### config.mk
export PLATFORM = sky130hd
export DESIGN_NAME = elevator_car_ctrl
export DESIGN_NICKNAME = d
export VERILOG_FILES = /design/src/rtl/elevator_pkg.sv /design/src/rtl/elevator_timer.sv /design/src/rtl/elevator_car_ctrl.sv
export SDC_FILE = /design/constraint.sdc
export NUM_CORES = 1
export LEC_CHECK = 0
export CORE_MARGIN = 2
export CORE_UTILIZATION = 50
export CTS_BUF_LIST = sky130_fd_sc_hd__clkbuf_8
export DETAILED_ROUTE_END_ITERATION = 10
export GPL_ROUTABILITY_DRIVEN = 0
export GPL_TIMING_DRIVEN = 1
export PLACE_DENSITY = 0.8
export SKIP_CTS_REPAIR_TIMING = 1
export SLEW_MARGIN = 10
export SYNTH_ARGS = -nofsm -noshare
export SYNTH_HDL_FRONTEND = slang
export SYNTH_SLANG_ARGS = --single-unit
export TNS_END_PERCENT = 30
### constraint.sdc
create_clock -name clk -period 1.73 [get_ports clk]
set_input_delay 0.4325 -clock clk [delete_from_list [all_inputs] [get_ports clk]]
set_output_delay 0.4325 -clock clk [all_outputs]
set_load 0.05 [all_outputs]
### src/rtl/elevator_pkg.sv
// Shared elevator definitions: FSM state codes and default car parameters.
// Used by the car controller, the floor comparator and the request scheduler.
package elevator_pkg;

    localparam int unsigned FLOOR_W_DEF       = 2;
    localparam int unsigned TRAVEL_CYCLES_DEF = 8;
    localparam int unsigned DOOR_CYCLES_DEF   = 16;

    localparam int unsigned STATE_W = 3;
    typedef logic [STATE_W-1:0] state_t;

    localparam logic [2:0] S_IDLE = 3'd0;
    localparam logic [2:0] S_EVAL = 3'd1;
    localparam logic [2:0] S_UP   = 3'd2;
    localparam logic [2:0] S_DOWN = 3'd3;
    localparam logic [2:0] S_DOOR = 3'd4;

endpackage

### src/rtl/elevator_timer.sv
// Loadable down-counter shared by the travel and door phases.
// zero is registered and always mirrors (count == 0).
module elevator_timer #(
    parameter int unsigned CNT_W = 4
) (
    input  logic             clk,
    input  logic             rst,
    input  logic             load,
    input  logic [CNT_W-1:0] load_val,
    output logic             zero
);

    logic [CNT_W-1:0] cnt_q, cnt_d;
    logic             zero_q;

    always_comb begin
        cnt_d = cnt_q;
        if (load) begin
            cnt_d = load_val;
        end else if (cnt_q != '0) begin
            cnt_d = cnt_q - CNT_W'(1);
        end
    end

    always_ff @(posedge clk) begin
        if (rst) begin
            cnt_q  <= '0;
            zero_q <= 1'b1;
        end else begin
            cnt_q  <= cnt_d;
            zero_q <= (cnt_d == '0);
        end
    end

    assign zero = zero_q;

endmodule

### src/rtl/elevator_car_ctrl.sv
// Car motion controller: latches a floor request, steps the car one floor at a
// time using the external comparator verdict, then holds the door open.
module elevator_car_ctrl
    import elevator_pkg::*;
#(
    parameter int unsigned FLOOR_W       = FLOOR_W_DEF,
    parameter int unsigned TRAVEL_CYCLES = TRAVEL_CYCLES_DEF,
    parameter int unsigned DOOR_CYCLES   = DOOR_CYCLES_DEF
) (
    input  logic               clk,
    input  logic               rst,
    input  logic               req_valid,
    input  logic [FLOOR_W-1:0] req_floor,
    output logic               req_ready,
    input  logic               lt,
    input  logic               gt,
    input  logic               eq,
    output logic [FLOOR_W-1:0] current_floor,
    output logic [FLOOR_W-1:0] target_floor,
    output logic               moving_up,
    output logic               moving_down,
    output logic               door_open,
    output logic               arrived,
    output logic               busy
);

    localparam int unsigned MAX_CYC = (TRAVEL_CYCLES > DOOR_CYCLES) ? TRAVEL_CYCLES : DOOR_CYCLES;
    localparam int unsigned CNT_W   = (MAX_CYC > 1) ? $clog2(MAX_CYC) : 1;
    localparam logic [FLOOR_W-1:0] TOP_FLOOR = {FLOOR_W{1'b1}};

    state_t             state_q, state_d;
    logic [FLOOR_W-1:0] cur_q, cur_d;
    logic [FLOOR_W-1:0] tgt_q, tgt_d;
    logic               req_ready_q, moving_up_q, moving_down_q;
    logic               door_open_q, arrived_q, busy_q;
    logic               tmr_load;
    logic [CNT_W-1:0]   tmr_val;
    logic               tmr_zero;

    elevator_timer #(
        .CNT_W (CNT_W)
    ) u_timer (
        .clk      (clk),
        .rst      (rst),
        .load     (tmr_load),
        .load_val (tmr_val),
        .zero     (tmr_zero)
    );

    // Next state; the floor register moves only on the edge leaving UP/DOWN.
    always_comb begin
        state_d  = state_q;
        cur_d    = cur_q;
        tgt_d    = tgt_q;
        tmr_load = 1'b0;
        tmr_val  = '0;
        case (state_q)
            S_IDLE: begin
                if (req_valid) begin
                    tgt_d   = req_floor;
                    state_d = S_EVAL;
                end
            end
            S_EVAL: begin
                if (eq) begin
                    state_d  = S_DOOR;
                    tmr_load = 1'b1;
                    tmr_val  = CNT_W'(DOOR_CYCLES - 1);
                end else if (gt) begin
                    state_d  = S_UP;
                    tmr_load = 1'b1;
                    tmr_val  = CNT_W'(TRAVEL_CYCLES - 1);
                end else if (lt) begin
                    state_d  = S_DOWN;
                    tmr_load = 1'b1;
                    tmr_val  = CNT_W'(TRAVEL_CYCLES - 1);
                end
            end
            S_UP: begin
                if (tmr_zero) begin
                    state_d = S_EVAL;
                    if (cur_q != TOP_FLOOR) begin
                        cur_d = cur_q + FLOOR_W'(1);
                    end
                end
            end
            S_DOWN: begin
                if (tmr_zero) begin
                    state_d = S_EVAL;
                    if (cur_q != '0) begin
                        cur_d = cur_q - FLOOR_W'(1);
                    end
                end
            end
            S_DOOR: begin
                if (tmr_zero) begin
                    state_d = S_IDLE;
                end
            end
            default: state_d = S_IDLE;
        endcase
    end

    // Reset homes the car to floor 0 and aborts any trip in progress.
    always_ff @(posedge clk) begin
        if (rst) begin
            state_q       <= S_IDLE;
            cur_q         <= '0;
            tgt_q         <= '0;
            req_ready_q   <= 1'b1;
            moving_up_q   <= 1'b0;
            moving_down_q <= 1'b0;
            door_open_q   <= 1'b0;
            arrived_q     <= 1'b0;
            busy_q        <= 1'b0;
        end else begin
            state_q       <= state_d;
            cur_q         <= cur_d;
            tgt_q         <= tgt_d;
            req_ready_q   <= (state_d == S_IDLE);
            moving_up_q   <= (state_d == S_UP);
            moving_down_q <= (state_d == S_DOWN);
            door_open_q   <= (state_d == S_DOOR);
            arrived_q     <= (state_d == S_DOOR) && (state_q != S_DOOR);
            busy_q        <= (state_d != S_IDLE);
        end
    end

    assign req_ready     = req_ready_q;
    assign current_floor = cur_q;
    assign target_floor  = tgt_q;
    assign moving_up     = moving_up_q;
    assign moving_down   = moving_down_q;
    assign door_open     = door_open_q;
    assign arrived       = arrived_q;
    assign busy          = busy_q;

endmodule
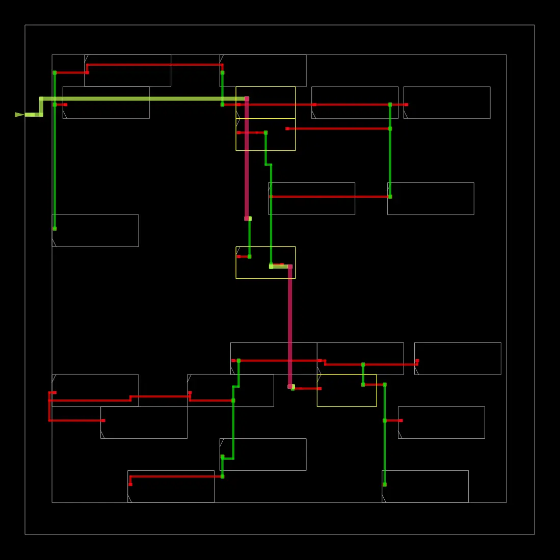
**Above:** run 1 (clock nets).
Num CTS Buffers: 3
clock network power: 335 uW

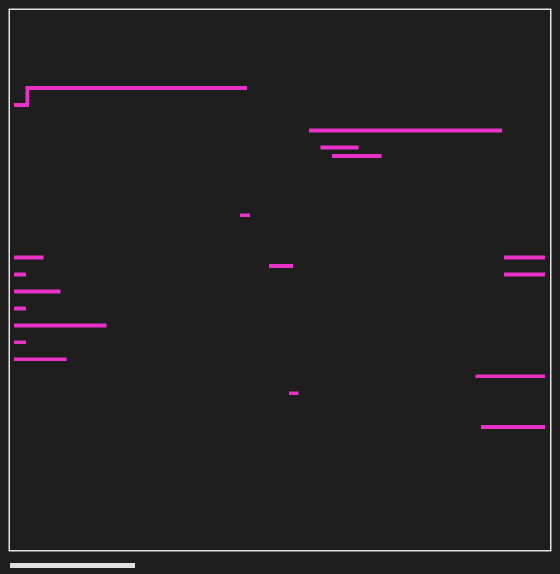
**Above:** run 1 (metal 3).
Scale bar: 10 um.
wire length on this layer: 78.2 um
main direction: horizontal
nets with wire on the layer: 16

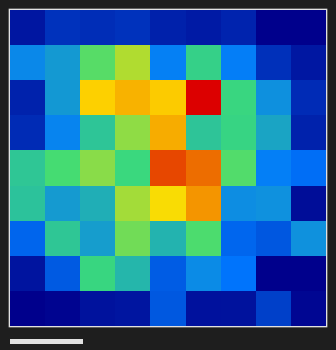
**Above:** run 1 (signal metal coverage by tile).
Scale bar: 10 um. The die is cut into 9 by 9 equal tiles; dark blue is low, red is high, scaled to the fullest tile. Values are wire area over tile area, all layers added.
fullest tile: 0.42
emptiest ninth of the die: south-east
densest ninth of the die: centre
mean over tiles: 0.13
tiles over half the peak: 22%

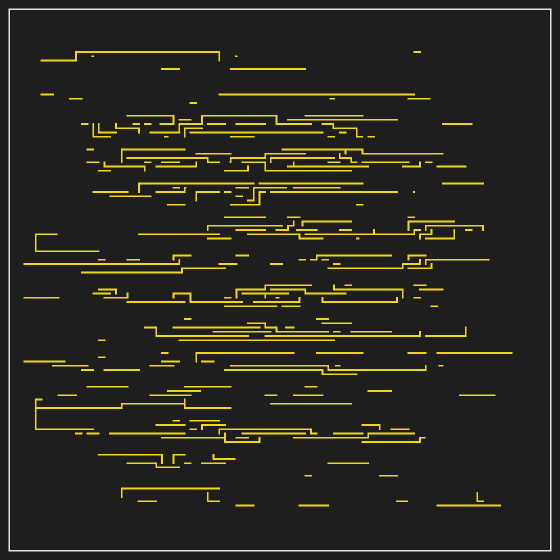
**Above:** run 1 (signal wires on met1).
longest straight run: 15.6 um
wire length on this layer: 727 um
main direction: horizontal
via count: 653
drt total wl: 1580 um

==> reports/qor.csv, run 1 <==
metric,value,unit
topCellsByArea,"dfxtp_1 (47%), nor2_1 (4.9%), mux2i_1 (3.9%), a21oi_1 (3.2%), nor3_1 (3.2%)",
syn_area,773,um^2
outcome,"complete, but fails checks",
warnings,27,
vdd_drop_max,0.793,mV
ys_cells,80,
timing.hold.worst.class,register to register,
ys_dominant_reg_cell,dfxtp_1,
antenna_found_initial,0,
grt_pass1_vias,615,
yosys.cell_types.count,36,
fin_nets,117,
ys_seq_share,46.6,%
fin_crit_sh,101,%
dp.cells,118,
setup_viol,1,
die_h,43.3,um
clockRootBuffer,clkbuf_8,
rsz0062_at_grt,true,
h-tree-depth,1,
drive_above_1_share,29.0,%
maxSlewHeadroom,76.1,%
yosysWarningCount,0,
worstSetupPathType,input port to register,
fin_skew,0.00174,ns
power.density,1300,nW/um^2
vias_per_cell,5.31,
synth_cells,80,
layout_setup_ws,-0.0102,ns
ys_async_sr_fraction,0,%
grtUsageTotal,19.2,%
io_pins,18,
initCoreUtil,52.6,%
grt_max_degree,11,
die_area,1880,um^2
grt_pass1_wl,2680,um
min_period,1.74,ns
final_common_cell,dfxtp_1,
cp.arrival,1.89,ns
fin_util,72.3,%
violations,setup timing,
fin_cells,123,
finalHoldViolCount,0,
cts_max_path_buffers,2,
edf_count,0,
firstDrtPassIters,4,
avgSynthCellArea,9.67,um^2
drtIter0Drc,21,
clk_latency,0.25,ns
worst_slew_pin_slew,0.357,ns
ys_chip_area,773,um^2
yosysTopAreaCell,dfxtp_1,
p_leak,0.000441,uW
layout_top_cells,"dfxtp_1 (18), buf_4 (17), nor2_1 (10)",
tritoncts,built,
cp-start-kind,input port,
path_max_fanout,5,
fin_setup_tns,-0.0102,ns
mappedNetlistNets,89,
drtAntennaViolNets,0,
overflow,0,
end_kind,register,
clkTransAtPathRegs,0.07,ns
coreArea,1470,um^2
drv_slew,0,
synthToLayoutAreaGrowth,37.5,%
maxCapViolations,0,
netlist.area_leader.share,46.6,%
rows,14,
ys_ff,18,
==> run 1: area by class of cell <==
| class | count | area [um^2] |
|---|---|---|
| well taps | 16 | 20.0 |
| fillers | 116 | 408 |
| inverters | 5 | 18.8 |
| clock buffers | 4 | 55.1 |
| flip-flops and latches | 18 | 360 |
| multi-input cells | 55 | 392 |
| repair buffers | 25 | 218 |
==> run 1: registers in the layout, indices dropped and copies added, names as in the netlist <==
register and cells:
arrived 1, busy 1, current_floor 2, door_open 1, moving_down 1, moving_up 1, req_ready 1, state_q 3
target_floor 2, u_timer.cnt_q 4, u_timer.zero 1
==> run 1: path summary, 6_finish.rpt <==
check	end	cells past startpoint	slack [ns]	startpoint
hold reg to reg	target_floor[0]	2	0.51	target_floor[0]
hold / removal	target_floor[0]	2	0.51	target_floor[0]
setup reg to reg	moving_down	5	0.14	state_q[0]
setup / recovery	moving_down	5	-0.01	eq
==> run 1: cell usage after synthesis, types with 2 or more instances <==
cell type,count
a21oi_1,5
nor2b_1,2
nor3_1,5
dfxtp_1,18
nor3b_1,2
o21ai_0,2
and2_1,2
mux2i_1,3
nor2_1,10
or3_1,2
inv_1,4
==> run 1: cell families after synthesis <==
group           count (synthesis)  synth area share [%]
flops                          18                  46.6
simple gates                   34                  26.1
compound gates                 15                  16.0
buf+inv                         7                  3.56
mux                             3                  3.88
xor+xnor                        2                  2.27
fa+ha+maj                       1                  1.62
==> run 1: power breakdown <==
group / switching [uW] / internal [uW]
Clock: 134 / 202
Combinational: 258 / 228
Sequential: 66.0 / 491
Total: 458 / 921
==> run 1: stage by stage <==
step / cell area (um^2) / power, uW / worst slack, ns / hold slack (ns)
floorplan: 773 / 904 / 0.290 / 0.505
global placement: 995 / 1020 / -0.283 / 0.485
detailed placement: 995 / 1030 / -0.301 / 0.493
CTS: 1050 / 1370 / -0.0440 / 0.513
global route: 1060 / 1460 / -0.0723 / 0.550
finish: 1060 / 1380 / -0.0102 / 0.505
==> run 1: worst max-delay path, stage by stage <==
cell and delay [ns]:
clkdlybuf4s50_1 0.49, nor3b_1 0.30, o311ai_2 0.17, buf_4 0.17, a2111oi_2 0.32
==> run 1: routing by layer <==
layer,routed length [um],up-vias,track usage (%)
met5,0,-,0
met4,20,0,9.09
met3,78,4,4.26
met2,755,21,29.3
met1,726,292,25.6
li1,-,336,-
--- run 2 (diff from run 1) ---
MAX_ROUTING_LAYER = met4   (was default)
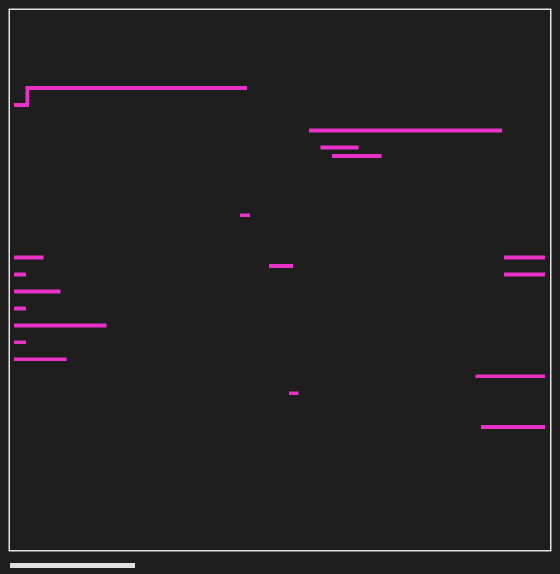
**Above:** run 2 (metal 3).
Scale bar: 10 um.
wire length on this layer: 78.2 um
share of all routed wire: 4.9%

==> run 2 against run 1 <==
  * The flow still finishes with violations (setup timing)
  * Critical path depth did not move
  * Hold slack is the same
  * Global-route usage up 0.60 points
  * Critical endpoint unchanged
==> reports/qor.csv, run 2 <==
metric,value,unit,change
path_max_fanout,5,,unchanged
drtIter0Drc,21,,unchanged
setup_viol,1,,unchanged
maxCapViolations,0,,unchanged
yosys.cell_types.count,36,,unchanged
grt_pass1_wl,2680,um,unchanged
most_common_cell,dfxtp_1,,
firstDrtPassIters,4,,unchanged
placed_area,995,um^2,unchanged
die_area,1880,um^2,unchanged
timing.hold.worst.class,register to register,,
initCoreUtil,52.6,%,unchanged
ys_top_cells_by_count,"dfxtp_1 (18), nor2_1 (10), a21oi_1 (5), nor3_1 (5), inv_1 (4)",,
synth_cells,80,,unchanged
cp-start-kind,input port,,
netlist.area_leader.share,46.6,%,unchanged
fin_cells,123,,unchanged
ys_seq_share,46.6,%,unchanged
yosysTopAreaCell,dfxtp_1,,
vdd_drop_max,0.793,mV,unchanged
drv_slew,0,,unchanged
worstSetupPathType,input port to register,,
largest_register,u_timer.cnt_q,,
ys_cells,80,,unchanged
sw_frac_of_total,33.2,%,unchanged
clkTransAtPathRegs,0.07,ns,about the same
clk_latency,0.25,ns,about the same
endpoint,moving_down,,
end_kind,register,,
warnings,27,,unchanged
p_leak,0.000441,uW,unchanged
fin_util,72.3,%,unchanged
worst-path-buf-inv,2,,unchanged
vias_per_cell,5.31,,unchanged
crit_start,eq,,
outcome,"complete, but fails checks",,
top_regs,"u_timer.cnt_q: 4 flops, state_q: 3 flops",,
mi_logic_area,392,um^2,unchanged
wirelength,1580,um,unchanged
r2r_end,moving_down,,
die_h,43.3,um,unchanged
critPathMaxStageDelay,0.49,ns,about the same
slowest_stage,clkdlybuf4s50_1,,
violations,setup timing,,
grt_use_met1,25.6,%,unchanged
seq_area,360,um^2,unchanged
clkPwrFrac,24.3,%,about the same
drive_above_1_share,29.0,%,unchanged
hold_ws,0.505,ns,unchanged
avgSynthCellArea,9.67,um^2,unchanged
tritoncts,built,,
vias,653,,unchanged
rows,14,,unchanged
final_common_cell,dfxtp_1,,
power,1380,uW,unchanged
yosysWarningCount,0,,unchanged
use_met3,4.26,%,unchanged
ys_chip_area,773,um^2,unchanged
seqPwrFrac,40.4,%,about the same
cp_top_family,buffers and inverters,,
layout_setup_ws,-0.0102,ns,unchanged
reg2reg_from,state_q[0],,
fin_skew,0.00174,ns,unchanged
switching_power,458,uW,unchanged
finalHoldViolCount,0,,unchanged
io_pins,18,,unchanged
cts_max_path_buffers,2,,unchanged
ys_dominant_reg_cell,dfxtp_1,,
min_period,1.74,ns,unchanged
coreArea,1470,um^2,unchanged
worstSetupPathDepth,5,,unchanged
power.density,1300,nW/um^2,unchanged
grt_max_degree,11,,unchanged
antenna_found_initial,0,,unchanged
grt_pass1_vias,615,,unchanged
design_area,1060,um^2,unchanged
layout_top_cells,"dfxtp_1 (18), buf_4 (17), nor2_1 (10)",,
ys_ff,18,,unchanged
h-tree-depth,1,,unchanged
r2r_setup_slack,0.14,ns,about the same
ys_async_sr_fraction,0,%,unchanged
cp.arrival,1.89,ns,about the same
internal_power,921,uW,unchanged
edf_count,0,,unchanged
==> run 2: cell counts after synthesis <==
No cell type changed its count.
==> run 2: worst min path at each step <==
stage	to	slack (ns)	depth (start not counted)
3_3_place_gp	target_floor[1]	0.48	2
4_1_cts	target_floor[0]	0.51	2
6_report	target_floor[0]	0.51	2
5_1_grt	target_floor[0]	0.55	2
2_1_floorplan	state_q[1]	0.50	1
3_5_place_dp	target_floor[0]	0.49	2
==> run 2: through the flow <==
| step | setup WS (ns) | TNS, ns |
|---|---|---|
| 3_5_place_dp | -0.301 | -1.78 |
| 3_3_place_gp | -0.283 | -1.38 |
| 5_1_grt | -0.0723 | -0.238 |
| 2_1_floorplan | 0.290 | 0 |
| 4_1_cts | -0.0440 | -0.0636 |
| 6_report | -0.0102 | -0.0102 |
==> run 2: logic make-up after synthesis <==
logic type | after synthesis | synth area share, %
muxes | 3 | 3.88
AOI/OAI and AO/OA | 15 | 16.0
xor gates and xnor gates | 2 | 2.27
adders and majority gates | 1 | 1.62
buffers and inverters | 7 | 3.56
and+or+nand+nor | 34 | 26.1
DFF | 18 | 46.6
==> run 2: layout make-up <==
| class | count | area share [%] |
|---|---|---|
| Multi-Input combinational cell | 55 | 36.8 |
| Sequential cell | 18 | 33.9 |
| Timing Repair Buffer | 25 | 20.5 |
| Clock buffer | 4 | 5.18 |
| Tap cell | 16 | 1.88 |
| Inverter | 5 | 1.76 |
==> run 2: per-layer routing <==
layer,wire length (um),vias to the layer above
met1,726,292
met2,755,21
met3,78,4
met5,0,-
li1,-,336
met4,20,0
==> run 2: power by group through the flow <==
stage | Clock [uW] | Combinational (uW) | Sequential (uW)
floorplan | 0 | 294 | 611
global placement | 0 | 462 | 559
detailed placement | 0 | 467 | 563
CTS | 342 | 474 | 557
global route | 357 | 534 | 570
finish | 335 | 487 | 557
==> run 2: worst register-to-register path: stages (launching register included) <==
cell and delay (ns):
dfxtp_1 0.38, buf_4 0.18, nor3b_1 0.26, o311ai_2 0.17, buf_4 0.17, a2111oi_2 0.32
Power and IR drop assume default switching activity.
